File: config.mk
export PLATFORM = sky130hd
export DESIGN_NAME = pakout_chk_lane
export DESIGN_NICKNAME = d
export VERILOG_FILES = /design/src/rtl/pakout_chk_pkg.sv /design/src/rtl/calc_redun.sv /design/src/rtl/pakout_chk_lane.sv
export SDC_FILE = /design/constraint.sdc
export NUM_CORES = 1
export LEC_CHECK = 0
export ABC_AREA = 1
export ABC_CLOCK_PERIOD_IN_PS = 3000
export CAP_MARGIN = 10
export CORE_ASPECT_RATIO = 1.2
export CORE_MARGIN = 2
export CORE_UTILIZATION = 55
export DETAILED_ROUTE_END_ITERATION = 8
export PLACE_DENSITY_LB_ADDON = 0.15
export SYNTH_ARGS = -nofsm -noshare
export SYNTH_HDL_FRONTEND = slang
export SYNTH_SLANG_ARGS = --single-unit
File: constraint.sdc
create_clock -name clk -period 3 [get_ports clk]
set_input_delay 0.6 -clock clk [delete_from_list [all_inputs] [get_ports clk]]
set_output_delay 0.6 -clock clk [all_outputs]
set_load 0.005 [all_outputs]
File: src/rtl/pakout_chk_pkg.sv
// Shared field widths, generator state encoding and error-bit indices for pakout_chk.
package pakout_chk_pkg;

    localparam int NS_ADDRESS_SIZE = 4;
    localparam int NS_DATA_SIZE    = 4;
    localparam int NS_REDUN_SIZE   = 4;

    typedef enum logic [1:0] {
        GEN_IDLE = 2'd0,
        GEN_LOAD = 2'd1,
        GEN_REQ  = 2'd2,
        GEN_REL  = 2'd3
    } gen_state_e;

    localparam int ERR_SRC = 0;
    localparam int ERR_SEQ = 1;
    localparam int ERR_RED = 2;
    localparam int ERR_DST = 3;
    localparam int ERR_W   = 4;

endpackage

File: src/rtl/calc_redun.sv
// Redundancy generator: XOR-fold of {src,dst,dat} into RSZ-bit chunks, top chunk zero-padded.
module calc_redun import pakout_chk_pkg::*; #(
    parameter int ASZ = NS_ADDRESS_SIZE,
    parameter int DSZ = NS_DATA_SIZE,
    parameter int RSZ = NS_REDUN_SIZE
) (
    input  logic [ASZ-1:0] src,
    input  logic [ASZ-1:0] dst,
    input  logic [DSZ-1:0] dat,
    output logic [RSZ-1:0] red
);

    localparam int TOT    = 2 * ASZ + DSZ;
    localparam int NCHUNK = (TOT + RSZ - 1) / RSZ;
    localparam int PW     = NCHUNK * RSZ;

    logic [PW-1:0] padded;

    assign padded = PW'({src, dst, dat});

    // Fold every RSZ-bit chunk of the padded packet into the redundancy value
    always_comb begin
        red = '0;
        for (int i = 0; i < NCHUNK; i++) begin
            red = red ^ padded[i*RSZ +: RSZ];
        end
    end

endmodule

File: src/rtl/pakout_chk_lane.sv
// One channel: packet generator on the outgoing req/ack link and packet checker on the incoming one.
module pakout_chk_lane import pakout_chk_pkg::*; #(
    parameter int MIN_ADDR = 1,
    parameter int MAX_ADDR = 1,
    parameter int SRC_ADDR = 3,
    parameter int ASZ      = NS_ADDRESS_SIZE,
    parameter int DSZ      = NS_DATA_SIZE,
    parameter int RSZ      = NS_REDUN_SIZE,
    parameter int RED_MODE = 1,
    parameter int INIT_RED = 15,
    parameter int CW       = 16
) (
    input  logic             clk,
    input  logic             rst,
    input  logic             en,
    output logic [ASZ-1:0]   o_src,
    output logic [ASZ-1:0]   o_dst,
    output logic [DSZ-1:0]   o_dat,
    output logic [RSZ-1:0]   o_red,
    output logic             o_req,
    input  logic             o_ack,
    input  logic [ASZ-1:0]   i_src,
    input  logic [ASZ-1:0]   i_dst,
    input  logic [DSZ-1:0]   i_dat,
    input  logic [RSZ-1:0]   i_red,
    input  logic             i_req,
    output logic             i_ack,
    output logic             busy,
    output logic [ERR_W-1:0] err,
    output logic [3:0]       info,
    output logic [3:0]       sent_nib,
    output logic [3:0]       recv_nib
);

    localparam logic [ASZ-1:0] SRC_C = ASZ'(SRC_ADDR);
    localparam logic [ASZ-1:0] MIN_C = ASZ'(MIN_ADDR);
    localparam logic [ASZ-1:0] MAX_C = ASZ'(MAX_ADDR);
    localparam logic [RSZ-1:0] RED_C = RSZ'(INIT_RED);

    gen_state_e     state, state_nxt;
    logic           load, sent_inc;
    logic [ASZ-1:0] dst_q, dst_next;
    logic [DSZ-1:0] dat_q, seq_q;
    logic [RSZ-1:0] red_q, red_gen_calc, red_gen;
    logic [CW-1:0]  sent_q;

    logic           ack_q, cap_vld, have_prev;
    logic [ASZ-1:0] cap_src, cap_dst;
    logic [DSZ-1:0] cap_dat, prev_dat;
    logic [RSZ-1:0] cap_red, red_chk_calc, red_exp;
    logic [ERR_W-1:0] err_q, err_new;
    logic [3:0]     info_q, info_new;
    logic [CW-1:0]  recv_q;

    assign dst_next = (dst_q == MAX_C) ? MIN_C : dst_q + ASZ'(1);

    calc_redun #(.ASZ(ASZ), .DSZ(DSZ), .RSZ(RSZ)) u_red_gen (
        .src(SRC_C), .dst(dst_next), .dat(seq_q), .red(red_gen_calc)
    );

    assign red_gen = (RED_MODE != 0) ? red_gen_calc : RED_C;

    // Generator next-state: fields are loaded once, on the LOAD->REQ step, so they hold through REQ and REL
    always_comb begin
        state_nxt = state;
        load      = 1'b0;
        sent_inc  = 1'b0;
        case (state)
            GEN_IDLE: if (en) state_nxt = GEN_LOAD;
            GEN_LOAD: if (!o_ack) begin
                state_nxt = GEN_REQ;
                load      = 1'b1;
            end
            GEN_REQ: if (o_ack) begin
                state_nxt = GEN_REL;
                sent_inc  = 1'b1;
            end
            GEN_REL: if (!o_ack) state_nxt = GEN_IDLE;
            default: state_nxt = GEN_IDLE;
        endcase
    end

    // Generator state, outgoing fields, sequence counter and sent counter
    always_ff @(posedge clk) begin
        if (rst) begin
            state  <= GEN_IDLE;
            dst_q  <= MAX_C;
            dat_q  <= '0;
            seq_q  <= '0;
            red_q  <= RED_C;
            sent_q <= '0;
        end else begin
            state <= state_nxt;
            if (load) begin
                dst_q <= dst_next;
                dat_q <= seq_q;
                seq_q <= seq_q + DSZ'(1);
                red_q <= red_gen;
            end
            if (sent_inc) sent_q <= sent_q + CW'(1);
        end
    end

    assign o_src    = SRC_C;
    assign o_dst    = dst_q;
    assign o_dat    = dat_q;
    assign o_red    = red_q;
    assign o_req    = (state == GEN_REQ);
    assign busy     = (state != GEN_IDLE);
    assign sent_nib = 4'(sent_q);

    // Checker handshake: capture a new request while not yet acknowledging, release once request falls
    always_ff @(posedge clk) begin
        if (rst) begin
            ack_q   <= 1'b0;
            cap_vld <= 1'b0;
            cap_src <= '0;
            cap_dst <= '0;
            cap_dat <= '0;
            cap_red <= '0;
        end else begin
            cap_vld <= i_req && !ack_q;
            if (i_req && !ack_q) begin
                ack_q   <= 1'b1;
                cap_src <= i_src;
                cap_dst <= i_dst;
                cap_dat <= i_dat;
                cap_red <= i_red;
            end else if (!i_req) begin
                ack_q <= 1'b0;
            end
        end
    end

    calc_redun #(.ASZ(ASZ), .DSZ(DSZ), .RSZ(RSZ)) u_red_chk (
        .src(cap_src), .dst(cap_dst), .dat(cap_dat), .red(red_chk_calc)
    );

    assign red_exp = (RED_MODE != 0) ? red_chk_calc : RED_C;

    // Evaluate the captured packet and pick the info nibble of the highest-priority failing field
    always_comb begin
        err_new          = '0;
        err_new[ERR_SRC] = (cap_src != SRC_C);
        err_new[ERR_SEQ] = have_prev && (cap_dat != prev_dat + DSZ'(1));
        err_new[ERR_RED] = (cap_red != red_exp);
        err_new[ERR_DST] = (cap_dst < MIN_C) || (cap_dst > MAX_C);
        info_new         = 4'(cap_dst);
        if (err_new[ERR_SRC])      info_new = 4'(cap_src);
        else if (err_new[ERR_SEQ]) info_new = 4'(cap_dat);
        else if (err_new[ERR_RED]) info_new = 4'(cap_red);
    end

    // Sticky error flags, first-error info, sequence baseline and saturating receive counter
    always_ff @(posedge clk) begin
        if (rst) begin
            err_q     <= '0;
            info_q    <= '0;
            have_prev <= 1'b0;
            prev_dat  <= '0;
            recv_q    <= '0;
        end else if (cap_vld) begin
            err_q <= err_q | err_new;
            if (err_q == '0 && err_new != '0) info_q <= info_new;
            have_prev <= 1'b1;
            prev_dat  <= cap_dat;
            if (recv_q != '1) recv_q <= recv_q + CW'(1);
        end
    end

    assign i_ack    = ack_q;
    assign err      = err_q;
    assign info     = info_q;
    assign recv_nib = 4'(recv_q);

endmodule

Fig. 1: logic cells by family
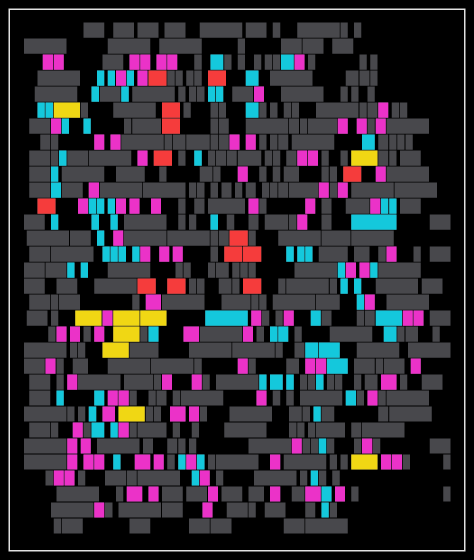
- red: xor and xnor cells (cells 13; most used xnor2_1)
- magenta: aoi and oai cells (cells 96; most used a21oi_1; where all over the die)
- yellow: fa/ha/maj cells (cells 9; most used ha_1)
- cyan: nor cells (cells 74; most used nor2_1; where all over the die)

Fig. 2: sequential cells coloured by netlist name
Scale bar: 20 um.
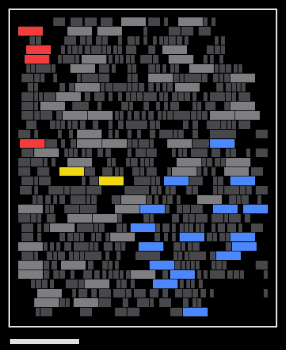
- blue: recv_q (sequential cells 16)
- red: sent_q (sequential cells 4; where upper left)
- yellow: state (sequential cells 2)

Fig. 3: signal wires on met2
Scale bar: 20 um.
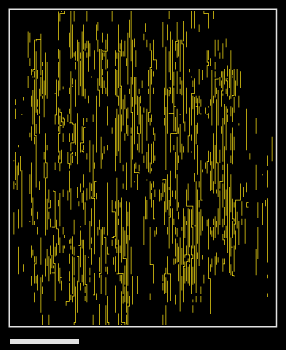
- share of all routed wire: 48%
- longest straight run: 32.3 um
- wire length on this layer: 3610 um

==> impl_metrics.env <==
# flow metrics
export IMPL_pwr_share_clk_pct=29.1
export IMPL_intPower_mw=1.58
export IMPL_synthArstFlopShare_pct=0
export IMPL_antenna_found_initial=0
export IMPL_tritoncts="done"
export IMPL_fp_util_pct=55.9
export IMPL_drt_vias_per_instance=5.07
export IMPL_drc=0
export IMPL_crit_path_max_fanout=4
export IMPL_ys_cells=495
export IMPL_grt_overflow_total=0
export IMPL_synth_cells=495
export IMPL_ir_worst_vdd_uv=336
export IMPL_min_from="o_dat[3]"
export IMPL_grt_max_degree=27
export IMPL_die_width_um=77.2
export IMPL_yosys_most_used_dff="dfxtp_1"
export IMPL_leakage_nw=1.79
export IMPL_dpl_hpwl_mm=5.43
export IMPL_grt_pass1_wl_mm=13.0
export IMPL_avgRoutedWirePerCell_um=11.8
export IMPL_boundaryPins=56
export IMPL_largest_register_ffs=16
export IMPL_worst_ep_required_time_ns=2.40
export IMPL_p_comb_share_pct=23.8
export IMPL_first_iter_violations=88
export IMPL_holdCritPathClass="reg2reg"
export IMPL_cts_setup_buffers=0
export IMPL_yosysSeqAreaShare_pct=39.1
export IMPL_clk_pin_slew_worst_paths_ns=0.06
export IMPL_worstSetupPathType="reg2out"
export IMPL_antenna_cells=0
export IMPL_run_status="completed"
export IMPL_post_synth_top_area_fraction_pct=39.1
export IMPL_drv_slew=0
export IMPL_layout_drive_gt1_share_pct=8.99
export IMPL_routed_via_count=3197
export IMPL_setup_tns_ns=0
export IMPL_regMostFlops="recv_q"
export IMPL_power_switching_mw=0.686
export IMPL_r2r_cells=12
export IMPL_syn_avg_cell_area_um2=7.14
export IMPL_reg2reg_to="recv_q[9]"
export IMPL_yosys_warnings=0
export IMPL_ctsRootBufferMaster="clkbuf_8"
export IMPL_r2r_start="recv_q[0]"
export IMPL_area_leaders="dfxtp_1, nand2_1, inv_1, a21oi_1, o21ai_0"
export IMPL_rrSetupSlack_ns=1.31
export IMPL_total_power_mw=2.26
export IMPL_netlist_area_um2=3530
export IMPL_worstMarginPinSlew_ns=0.677
export IMPL_synth_top_cell_by_area="dfxtp_1"
export IMPL_most_common_cell="nand2_1"
export IMPL_powerDensity_nw_per_um2=534
export IMPL_chipArea_um2=7090
export IMPL_core_area_um2=6330
export IMPL_synth_edff_count=0
export IMPL_p_seq_share_pct=47.1
export IMPL_skew_ns=0.00566
export IMPL_startpoint_type="flip-flop"
export IMPL_relSlewSlack_pct=54.8
export IMPL_ys_area_um2=3530
Fig. 4: M3 wires
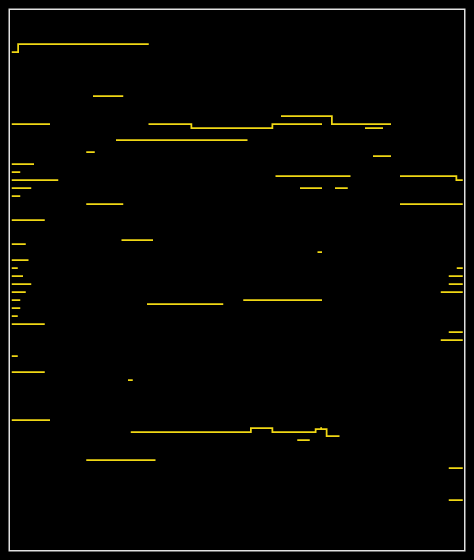
- nets with wire on the layer: 41
- longest straight run: 22.1 um
- main direction: horizontal
- wire length on this layer: 315 um
- share of all routed wire: 4.2%

Fig. 5: congestion heat map
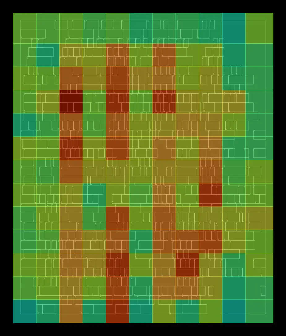
met3 Use GR: 5.61%
GRT met2 Usage: 39.3%
Final Util: 66.9%
Total GRT Usage: 22.8%

## worst max-delay path, stage by stage (launching register included)
cell and delay (ns):
dfxtp_1 0.37, inv_1 0.10, ha_1 0.22, inv_1 0.07
clkdlybuf4s50_1 0.50
## placed cells by master (no fill, tap or decap), types with 7 or more instances in the layout
cell type,count
nand2_1,94
dfxtp_1,69
inv_1,62
nor2_1,53
clkdlybuf4s50_1,51
a21oi_1,45
o21ai_0,40
nand3_1,28
clkbuf_8,11
ha_1,9
nor2_2,8
xnor2_1,7
nor3_1,7
## through the flow
step	hold WS, ns	area [um^2]	setup WS [ns]
4_1_cts	0.472	4230	0.786
3_3_place_gp	0.453	4070	0.713
5_1_grt	0.486	4230	0.649
2_1_floorplan	0.446	3540	1.46
6_report	0.470	4230	0.801
3_5_place_dp	0.460	4070	0.560
## layout make-up
class	count	area (um^2)
fillers	574	2090
well taps	85	106
repair buffers	55	553
multi-input cells	338	1770
clock buffers	12	155
flip-flops and latches	69	1380
clock inverters	2	10.0
inverters	69	259
## worst max path at each step
stage             start    endpoint  slack [ns]  cells after the start
2_1_floorplan     i_req  cap_dat[3]        1.46                      6
3_3_place_gp      i_req  cap_dat[2]        0.71                      6
3_5_place_dp      i_req  cap_dat[3]        0.56                      6
4_1_cts        state[0]        busy        0.79                      4
5_1_grt           i_req  cap_dat[3]        0.65                      6
6_report       state[0]        busy        0.80                      4
## power by group through the flow
stage	clock [mW]	sequential (mW)	combinational, mW
floorplan	0	1.07	0.348
global placement	0	1.08	0.518
detailed placement	0	1.08	0.537
CTS	0.671	1.06	0.541
global route	0.719	1.08	0.609
finish	0.659	1.06	0.538
## cell families (layout without fill, tap and decap cells)
kind of cell | Yosys count | in the layout | share of synthesized area, %
and+or+nand+nor | 215 | 215 | 28.8
adders and majority gates | 9 | 9 | 3.19
other | 2 | 4 | 0.212
buffers and inverters | 90 | 138 | 11.1
DFF | 69 | 69 | 39.1
xor gates and xnor gates | 13 | 13 | 3.22
AOI/OAI and AO/OA | 97 | 97 | 14.4
## metal layers
metal,global-route usage (%),up-vias,share of wire (%)
met3,5.61,11,4.2
li1,-,1660,-
met2,39.3,64,48
met1,27.6,1462,46
met4,7.89,0,1.5
met5,0,-,0
Power figures rest on the tool's default switching activity, not on a simulated workload.
